### Track usage over the die

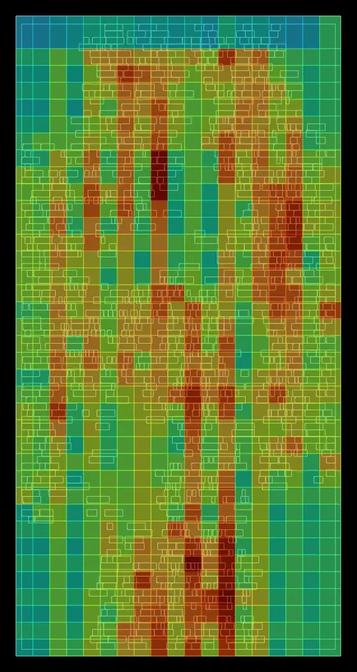
### Close-up of the layout

Bar = 10 um. Window x 46 to 86, y 59 to 99 um. Cells in grey, sequential cells in the stronger grey; small squares are vias.
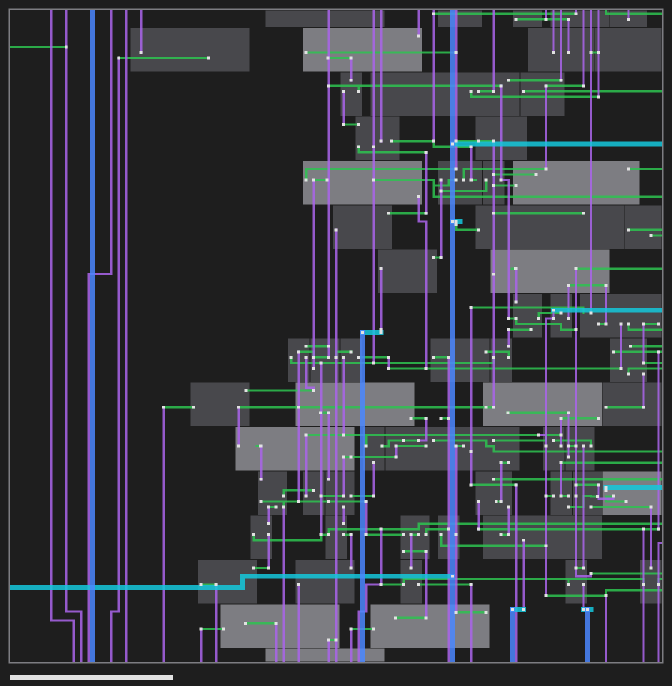
### Metal 1

Bar = 50 um. Supply wires on this layer in grey.
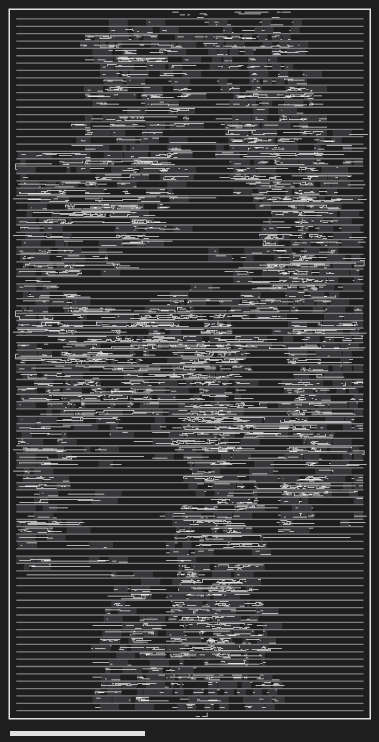
==> config.mk <==
export PLATFORM = sky130hd
export DESIGN_NAME = mem_bus_sched
export DESIGN_NICKNAME = d
export VERILOG_FILES = /design/src/rtl/mem_bus_sched.sv
export SDC_FILE = /design/constraint.sdc
export NUM_CORES = 1
export LEC_CHECK = 0
export ABC_CLOCK_PERIOD_IN_PS = 2500
export CORE_ASPECT_RATIO = 2
export CORE_MARGIN = 2
export CORE_UTILIZATION = 25
export DETAILED_ROUTE_END_ITERATION = 8
export GPL_ROUTABILITY_DRIVEN = 0
export PLACE_DENSITY = 0.58
export SLEW_MARGIN = 10
export SYNTH_ARGS = -nofsm -noshare
export SYNTH_HDL_FRONTEND = slang
export SYNTH_SLANG_ARGS = --single-unit
==> constraint.sdc <==
create_clock -name clk_in -period 2.5 [get_ports clk_in]
set_input_delay 0.5 -clock clk_in [delete_from_list [all_inputs] [get_ports clk_in]]
set_output_delay 0.5 -clock clk_in [all_outputs]
set_load 0.1 [all_outputs]
==> changes_impl.md <==
### Implementation results

* Power after layout at 0.008019 W
* Final setup fails at 96
* Reg power frac at 38.2%
* Hold buffers post-CTS at 0
* Violation count after the first detailed-routing iteration at 288
* Vias in the first global route at 7913
* Post-synthesis share of cell area spent on full adders, half adders and majority gates at 2.653%
* Crit Path Class: reg -> out
* Leading cell type by number of instances after synthesis: sky130_fd_sc_hd__dfxtp_1
* Worst r2r path cells at 9
* Post-synthesis xor/xnor area fraction at 3.647%
* Root buf cell: sky130_fd_sc_hd__clkbuf_16
* Non-CTS buffers at 304
* Register-to-register setup slack at 0.27 ns
* Number of remaining DRC errors at 0
* Synthesized cell area at 8302 um2
* Core area at 32810 um2
* Fraction of area in clock buffers and inverters at 4.201%
* First-pass GRT wire length at 44980 um
* Final non-filler cell area at 14330 um2
* Count of antenna diodes in the layout at 4
* Peak supply drop at 482.6 uV
* TritonCTS buffer count at 17
* Clock latency of the later-clocked register in the worst-skew pair at 0.45 ns
* Core utilization before placement at 25.30%
* Worst path cell trace: ha_4, fa_2, a21o_4, and4_4, buf_4, xnor2_2, nor2_4, buf_12
* Chip area at 34770 um2
* Unique masters post-synth at 56
* Power density over cell area at 559.7 nW/um2
* Number of fill cells at 3064
* Cells after DPL at 1567
* Internal Dissipation at 0.005383 W
* Count of instantiated cells in the yosys netlist at 912
* Most used flip-flop cell: sky130_fd_sc_hd__dfxtp_1
* Min setup slack post-route at -0.3335 ns
* Worst path depth at 8
* Post-route clock period utilization at 113.3%
* CTS HTree Levels at 4
* Post-detailed-route count of antenna-violating nets at 0
* Violations in the final reports: setup timing
* Placed inst area at 12800 um2
* Clock power frac at 34.4%
* Critical Path Start Type: flop
* Cell types occupying the most area after synthesis: sky130_fd_sc_hd__dfxtp_1, sky130_fd_sc_hd__nor2b_1, sky130_fd_sc_hd__nand2_1
* Synthesized area divided by synthesized cell count at 9.103 um2
* Fraction of registers with async set/reset at 0%
* Layout net count at 1310
* Result of the run: complete, but fails checks
* Post-cts sizing count at 99
## Picture notes: 'Track usage over the die'
post-route core utilization: 43.66%
met1 track demand over resource: 15.50%
GRT met3 Usage: 3.646%
GR peak layer: met2
overall routing resource usage: 17.12%

## Picture notes: 'Close-up of the layout'
Key: metal 4 = blue; metal 2 = purple; metal 3 = cyan; metal 1 = green
53 logic cells have their middle in the window. Most frequent: nand2_1 (14), dfxtp_1 (8), a21oi_1 (7). Sequential cells in the window: 9.

## Picture notes: 'Metal 1'
The longest straight run is 36.8 um. The wires run mostly horizontal. The layer carries 9700 um of wire. 1121 nets have wire on it.
vias post-DR: 7571
Final Routed Wirelength: 29760 um

## worst min-delay path, delay by kind of cell (launching register included)
| family | cells | cell delay (ns) |
|---|---|---|
| flops | 1 | 0.31 |
| simple gates | 1 | 0.05 |
| compound gates | 1 | 0.05 |
## power by group through the flow
stage               clock network, W  registers [W]  logic (W)
global route                 0.00298        0.00308    0.00236
detailed placement                 0        0.00311    0.00202
floorplan                          0        0.00309    0.00123
CTS                          0.00286        0.00306    0.00219
global placement                   0        0.00310    0.00200
finish                       0.00276        0.00306    0.00220
## metal layers
layer,wire (um),global-route usage [%],up-vias,share of wire [%]
li1,-,-,3701,-
met1,9695,15.50,3627,33
met2,17710,35.35,202,60
met3,1292,3.646,41,4.3
met4,1063,7.885,0,3.6
met5,0,0,-,0
Power and IR drop assume default switching activity.
